`src/rtl/mem_access_unit.sv`:
```
// mem_access_unit: turns single CPU load/store requests into the RAM addr/data/control_signal pattern.
// Optional one-entry read buffer is compiled in by defining MAU_RDBUF_EN.
module mem_access_unit #(
   parameter int ADDR_W       = 8,
   parameter int DATA_W       = 16,
   parameter int READ_LATENCY = 1,
   parameter int WE_BIT       = 12,
   parameter int RE_BIT       = 5
) (
   input  logic              clk,
   input  logic              rst,
   input  logic              req_valid,
   output logic              req_ready,
   input  logic              req_we,
   input  logic [ADDR_W-1:0] req_addr,
   input  logic [DATA_W-1:0] req_wdata,
   output logic              rsp_valid,
   output logic [DATA_W-1:0] rsp_rdata,
   output logic [ADDR_W-1:0] ram_addr,
   output logic [DATA_W-1:0] ram_din,
   input  logic [DATA_W-1:0] ram_dout,
   output logic [31:0]       ram_ctrl
);

   typedef enum logic [2:0] {
      IDLE,
      WR_ARM,
      WR_COMMIT,
      RD_ISSUE,
      RD_WAIT,
      RESP
   } state_t;

   localparam logic [31:0] WE_MASK = 32'(1) << WE_BIT;
   localparam logic [31:0] RE_MASK = 32'(1) << RE_BIT;
   localparam logic [1:0]  RD_CNT_INIT = 2'(READ_LATENCY - 1);

   if (READ_LATENCY < 1 || READ_LATENCY > 3) begin : g_bad_latency
      $error("mem_access_unit: READ_LATENCY must be 1..3");
   end

   state_t     state;
   logic [1:0] rd_cnt;
   logic       rd_done;
   logic       buf_hit;

   // Ready is gated by rst directly so no request can be taken during a reset cycle.
   assign req_ready = (state == IDLE) && !rst;
   assign rd_done   = (state == RD_WAIT) && (rd_cnt == 2'd0);

`ifdef MAU_RDBUF_EN
   logic              buf_valid;
   logic [ADDR_W-1:0] buf_addr;
   logic [DATA_W-1:0] buf_data;

   assign buf_hit = buf_valid && (buf_addr == req_addr);

   always_ff @(posedge clk) begin
      if (rst) begin
         buf_valid <= 1'b0;
      end else if (state == WR_COMMIT || rd_done) begin
         buf_valid <= 1'b1;
      end
   end

   // NOTE: the buffer payload has no reset; buf_valid alone decides whether it is meaningful.
   always_ff @(posedge clk) begin
      if (state == WR_COMMIT) begin
         buf_addr <= ram_addr;
         buf_data <= ram_din;
      end else if (rd_done) begin
         buf_addr <= ram_addr;
         buf_data <= ram_dout;
      end
   end
`else
   assign buf_hit = 1'b0;
`endif

   // NOTE: all state and registered outputs use non-blocking assignments so every update sees pre-edge values.
   always_ff @(posedge clk) begin
      if (rst) begin
         state     <= IDLE;
         ram_ctrl  <= '0;
         ram_addr  <= '0;
         ram_din   <= '0;
         rsp_rdata <= '0;
         rsp_valid <= 1'b0;
         rd_cnt    <= '0;
      end else begin
         ram_ctrl  <= '0;
         rsp_valid <= 1'b0;
         unique case (state)
            IDLE: begin
               if (req_valid) begin
                  ram_addr <= req_addr;
                  if (req_we) begin
                     ram_din  <= req_wdata;
                     ram_ctrl <= WE_MASK;
                     state    <= WR_ARM;
                  end else if (buf_hit) begin
`ifdef MAU_RDBUF_EN
                     rsp_rdata <= buf_data;
`endif
                     rsp_valid <= 1'b1;
                     state     <= RESP;
                  end else begin
                     ram_ctrl <= RE_MASK;
                     state    <= RD_ISSUE;
                  end
               end
            end
            // The RAM registers its write enable here; address and data must not move for two cycles.
            WR_ARM:    state <= WR_COMMIT;
            WR_COMMIT: begin
               rsp_valid <= 1'b1;
               state     <= RESP;
            end
            RD_ISSUE: begin
               rd_cnt <= RD_CNT_INIT;
               state  <= RD_WAIT;
            end
            RD_WAIT: begin
               if (rd_done) begin
                  rsp_rdata <= ram_dout;
                  rsp_valid <= 1'b1;
                  state     <= RESP;
               end else begin
                  rd_cnt <= rd_cnt - 2'd1;
               end
            end
            RESP:    state <= IDLE;
            default: state <= IDLE;
         endcase
      end
   end

endmodule

```
`config.mk`:
```
export PLATFORM = sky130hd
export DESIGN_NAME = mem_access_unit
export DESIGN_NICKNAME = d
export VERILOG_FILES = /design/src/rtl/mem_access_unit.sv
export SDC_FILE = /design/constraint.sdc
export NUM_CORES = 1
export LEC_CHECK = 0
export ABC_CLOCK_PERIOD_IN_PS = 3600
export CORE_ASPECT_RATIO = 0.8
export CORE_UTILIZATION = 41
export DETAILED_ROUTE_END_ITERATION = 10
export PLACE_DENSITY = 0.85
export SYNTH_ARGS = -nofsm -noshare
export SYNTH_HDL_FRONTEND = slang
export SYNTH_SLANG_ARGS = --single-unit
```
`constraint.sdc`:
```
create_clock -name clk -period 3.6 [get_ports clk]
set_input_delay 0.54 -clock clk [delete_from_list [all_inputs] [get_ports clk]]
set_output_delay 0.54 -clock clk [all_outputs]
set_load 0.02 [all_outputs]
```
Fig. 1: run 1, the clock network
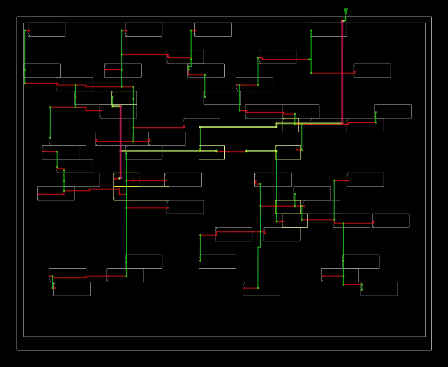
Num CTS Buffers: 5
clock sinks: 48
P_clk: 0.403 mW

Fig. 2: run 1, nets reached from selected ports
Drawn at 4 px/um.
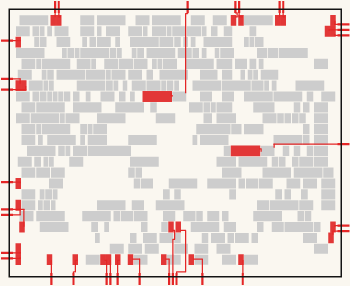
port	colour	direction	end cells	buffers	wire
`ram_ctrl`	red	output	32	2	156 um
port bufs: 87
Ports: 118

Fig. 3: run 1, placement density heat map
Drawn at 3 px/um. The die is cut into 8 by 7 equal tiles; dark purple is low, yellow is high, 0 to 100% covered.
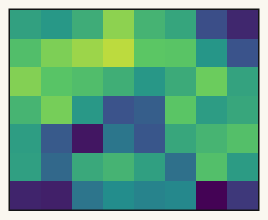
emptiest ninth of the die	south-west
nearly empty tiles	1.8%
fullest tile	90%
densest ninth of the die	north
mean over tiles	53%

Fig. 4: run 1, register map, names as in the netlist
Drawn at 4 px/um. Other sequential cells in the stronger grey, the rest of the logic in the fainter grey.
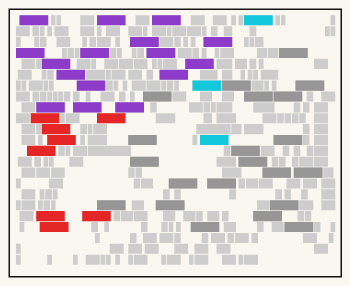
name in the netlist	colour	flops
`ram_addr`	red	8
`rsp_rdata`	purple	16
`state`	cyan	3
Util after Layout: 59.1%
sequential power: 0.588 mW
flop share of the area: 32.4%
register area: 961 um^2

==> run_results.csv, run 1 <==
group,metric,value,unit
status,outcome,"complete, no violations",
pwr,seqPwrFrac,46.5,%
layout,buf_share,29.7,%
pwr,netSwitchingPower,0.353,mW
die,fp.dieH,66.5,um
drt,finalWirelength,4.66,mm
clock_network,htree_levels,2,
pwr,power_density,427,nW/um^2
flow_run,maxCapViolations,0,
die,chipArea,5490,um^2
layout,fill_cells,462,
synth,synth_area,2130,um^2
pwr,power.leakage,1.05,nW
die,fp.dieW,82.6,um
placed_design,dpl_cell_area,2840,um^2
die,core_region_area,5010,um^2
drt,dr_total_vias,1858,
synth,yosys_warnings,0,
clock_network,cts_setup_buffers,0,
placed_design,preCtsSetupSlack,1.18,ns
worst_setup_path,cp-end-kind,"primary output",
clock_network,cts_tree,"done",
layout,antennaDiodeCount,0,
timing,fin_skew,0.0100,ns
synth,yosys_area,2130,um^2
layout,final_area,2960,um^2
pwr,p_clk_share,31.9,%
worst_setup_path,worstPathArrival,1.86,ns
placed_design,globalplace.congestion,0.698,
synth,synth_cell_type_count,28,
clock_network,hold_buffers,0,
synth,ys_seq_share,45.1,%
die,initial_core_util,42.6,%
worst_setup_path,crit_type,"in2out",
timing,tightest_slew,0.880,ns
layout,comb_share,30.6,%
timing,setup_tns,0,ns
[run 1: synth_stat cells, drive strengths merged]
library cell  instances  share of area (%)
nor3                  2               0.47
nand3b                1               0.35
and4bb                1               0.59
mux2                  1               0.53
nand4bb               1               0.53
a211oi                1               0.35
nand3                16                3.8
nor2                  5               0.88
ha                    1               0.59
o21ai                16                5.5
nand2b                1               0.29
buf                  42                 15
a2111oi               3                1.2
dfxtp                48                 45
nand2                49                8.6
a21oi                43                 10
nor4                  2               0.59
nor4b                 2                1.8
nor3b                 1               0.35
inv                   4               0.70
conb                  1               0.18
or4b                  1               0.65
clkbuf                8                1.4
[run 1: worst paths after layout]
check                    from            to  slack (ns)  cells past startpoint
setup / recovery          rst     req_ready        1.20                      3
hold / removal    ram_addr[6]   ram_addr[6]        0.46                      2
setup reg to reg    rd_cnt[0]  rsp_rdata[2]        1.88                      5
hold reg to reg   ram_addr[6]   ram_addr[6]        0.46                      2
[run 1: per-stage QoR]
step,utilization (%),hold WS [ns],cells
2_1_floorplan,-,0.475,279
3_3_place_gp,56.7,0.441,380
3_5_place_dp,56.7,0.449,380
4_1_cts,59.1,0.460,388
5_1_grt,59.1,0.478,388
6_report,59.1,0.456,388
[run 1: cells by family after synthesis]
family	synth area share (%)
AND-OR/OR-AND	17.2
flip-flops	45.1
other	0.176
AND/OR/NAND/NOR	18.9
buffers and inverters	17.5
adder cells (fa/ha/maj)	0.587
multiplexers	0.528
[run 1: sequential cells by signal (all words and copies together) (netlist names)]
name and flops:
state 3, rsp_valid 1, ram_ctrl 2, rsp_rdata 16, ram_din 16, rd_cnt 2
ram_addr 8
[run 1: layer usage]
metal | GRT usage [%] | share of wire (%)
met5 | 0 | 0
met4 | 5.39 | 0.73
met3 | 5.34 | 7.1
met2 | 28.6 | 47
met1 | 20.7 | 45
Fig. 5: run 1, selected gate families
Drawn at 6 px/um.
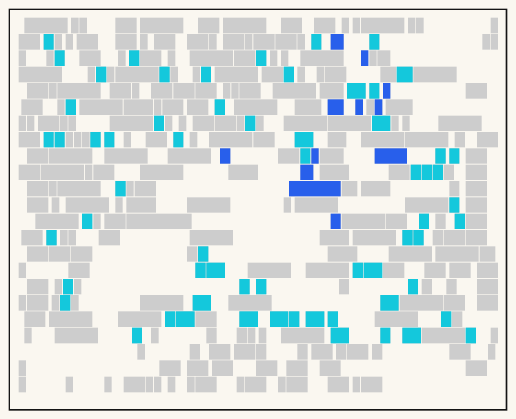

==> run 1 -> run 2 <==
==> config.mk (replaced) <==
export PLATFORM = sky130hd
export DESIGN_NAME = mem_access_unit
export DESIGN_NICKNAME = d
export VERILOG_FILES = /design/src/rtl/mem_access_unit.sv
export SDC_FILE = /design/constraint.sdc
export NUM_CORES = 1
export LEC_CHECK = 0
export ABC_CLOCK_PERIOD_IN_PS = 2000
export CORE_ASPECT_RATIO = 0.8
export CORE_UTILIZATION = 35
export DETAILED_ROUTE_END_ITERATION = 10
export PLACE_DENSITY = 0.77
export SYNTH_ARGS = -nofsm -noshare
export SYNTH_HDL_FRONTEND = slang
export SYNTH_SLANG_ARGS = --single-unit
==> constraint.sdc (replaced) <==
create_clock -name clk -period 2 [get_ports clk]
set_input_delay 0.3 -clock clk [delete_from_list [all_inputs] [get_ports clk]]
set_output_delay 0.3 -clock clk [all_outputs]
set_load 0.02 [all_outputs]
Fig. 6: run 2, selected gate families
Drawn at 6 px/um.
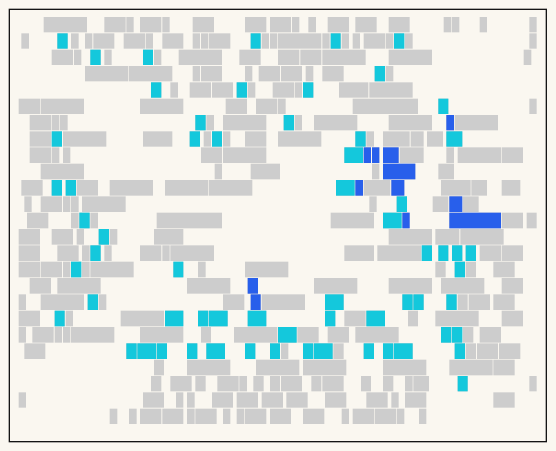
family	colour	cells
inverting AOI/OAI gates	cyan	63
NOR gates	blue	12
Commonest Layout Cell: clkdlybuf4s50_1
Comb area share: 30.1%
Non-Filler Instances: 409

Fig. 7: run 2, placement density heat map
Drawn at 3 px/um. The die is cut into 9 by 7 equal tiles; dark purple is low, yellow is high, 0 to 100% covered.
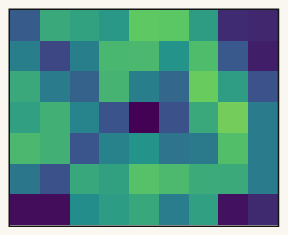
tiles over 75% full	4.8%
densest ninth of the die	north
fullest tile	79%
nearly empty tiles	1.6%
mean over tiles	45%
fp_density: 36.3%
Core Area: 5880 um^2

==> run 2 against run 1 <==
Utilization down 7.9 points; area after synthesis unchanged; hold slack better by 0.0026 ns; cell area up 1.8%; synthesized cell count unchanged; sequential share of layout area down 0.57 points; die size up 17%; routed wire length up 3.4%; final cell count up 5.4%; critical endpoint is now rsp_rdata[8].
==> run_results.csv, run 2 <==
group,metric,value,unit
synth,yosys.cell_count.top_type,"nand2_1",
pwr,power_density,783,nW/um^2
synth,top_area_cell,"dfxtp_1",
die,ios,118,
placed_design,dpl_cell_area,2890,um^2
hold_path,hp-start,"rsp_rdata[5]",
synth,async_flop_share,0,%
die,chipArea,6410,um^2
drt,finalWirelength,4.82,mm
synth,yosys_area,2130,um^2
synth,ys_seq_share,45.1,%
timing,tightest_slew,0.756,ns
status,outcome,"complete, no violations",
synth,ys.flop_type,"dfxtp_1",
synth,synth_area,2130,um^2
pwr,power.leakage,1.07,nW
die,fp.dieH,71.8,um
synth,ys_sh_aoi,17.2,%
synth,ys_sh_simple,18.9,%
clock_network,cts_inserted_buffers,5,
clock_network,cts.sinks,48,
drt,wl_met1,2.15,mm
synth,yosys.area_share.adder,0.587,%
placed_design,globalplace.congestion,0.683,
worst_setup_path,worstPathArrival,1.98,ns
synth,mux_area_share,0.528,%
layout,final_area,3010,um^2
worst_setup_path,cp-end-kind,"flop",
synth,top_cell_area_share,45.1,%
hold_path,holdPathEnd,"rsp_rdata[5]",
worst_setup_path,crit_type,"reg2reg",
timing,setup_tns,0,ns
timing,hold_slack,0.459,ns
worst_setup_path,ff2ff_path_depth,5,
layout,antennaDiodeCount,0,
layout,final_util,51.3,%
layout,fill_cells,572,
synth,edf_count,0,
[run 2: cell families after synthesis]
| group | Yosys count |
|---|---|
| other | 1 |
| AND-OR/OR-AND | 63 |
| adder cells (fa/ha/maj) | 1 |
| buffers and inverters | 54 |
| flip-flops | 48 |
| AND/OR/NAND/NOR | 82 |
| multiplexers | 1 |
[run 2: worst max path at each step]
stage                    from      endpoint  slack, ns  cells after the start
finish              rd_cnt[0]  rsp_rdata[8]       0.18                      5
global route        rd_cnt[0]  rsp_rdata[0]       0.08                      5
CTS                 rd_cnt[0]  rsp_rdata[8]       0.20                      5
detailed placement  req_valid    ram_din[3]       0.08                      4
global placement    req_valid    ram_din[2]       0.11                      4
floorplan            state[0]    ram_din[6]       0.49                      6
[run 2: worst reg2reg max path, delay by kind of cell (launching register included)]
family                     cells  cell delay [ns]
AOI/OAI and AO/OA              1             0.10
DFF                            1             0.33
and+or+nand+nor                2             0.93
buffers and inverters          1             0.06
adders and majority gates      1             0.27
[run 2: area by class of cell]
type | instances | area, um^2 | area share [%]
Sequential cell | 48 | 961 | 31.9
Clock buffer | 5 | 68.8 | 2.28
Inverter | 4 | 15.0 | 0.498
Timing Repair Buffer | 92 | 902 | 29.9
Tap cell | 81 | 101 | 3.36
Clock inverter | 2 | 60.1 | 1.99
Multi-Input combinational cell | 177 | 906 | 30.1
[run 2: timing repair]
item	CTS	global route
gates resized	1	0
setup buffers	0	0
hold buffers	0	0
endpoints found under the setup margin	1	0
[run 2: where the power goes]
part | internal (mW) | total (mW) | switching, mW
Combinational | 0.226 | 0.512 | 0.287
Clock | 0.492 | 0.802 | 0.310
Sequential | 1.01 | 1.05 | 0.0362
[run 2: routing by layer]
metal	up-vias	GRT usage, %
met1	860	18.2
met3	7	5.41
met4	0	3.70
met2	52	25.3
met5	-	0
li1	931	-
No activity file was given, so power comes from the tool's default toggle rates.
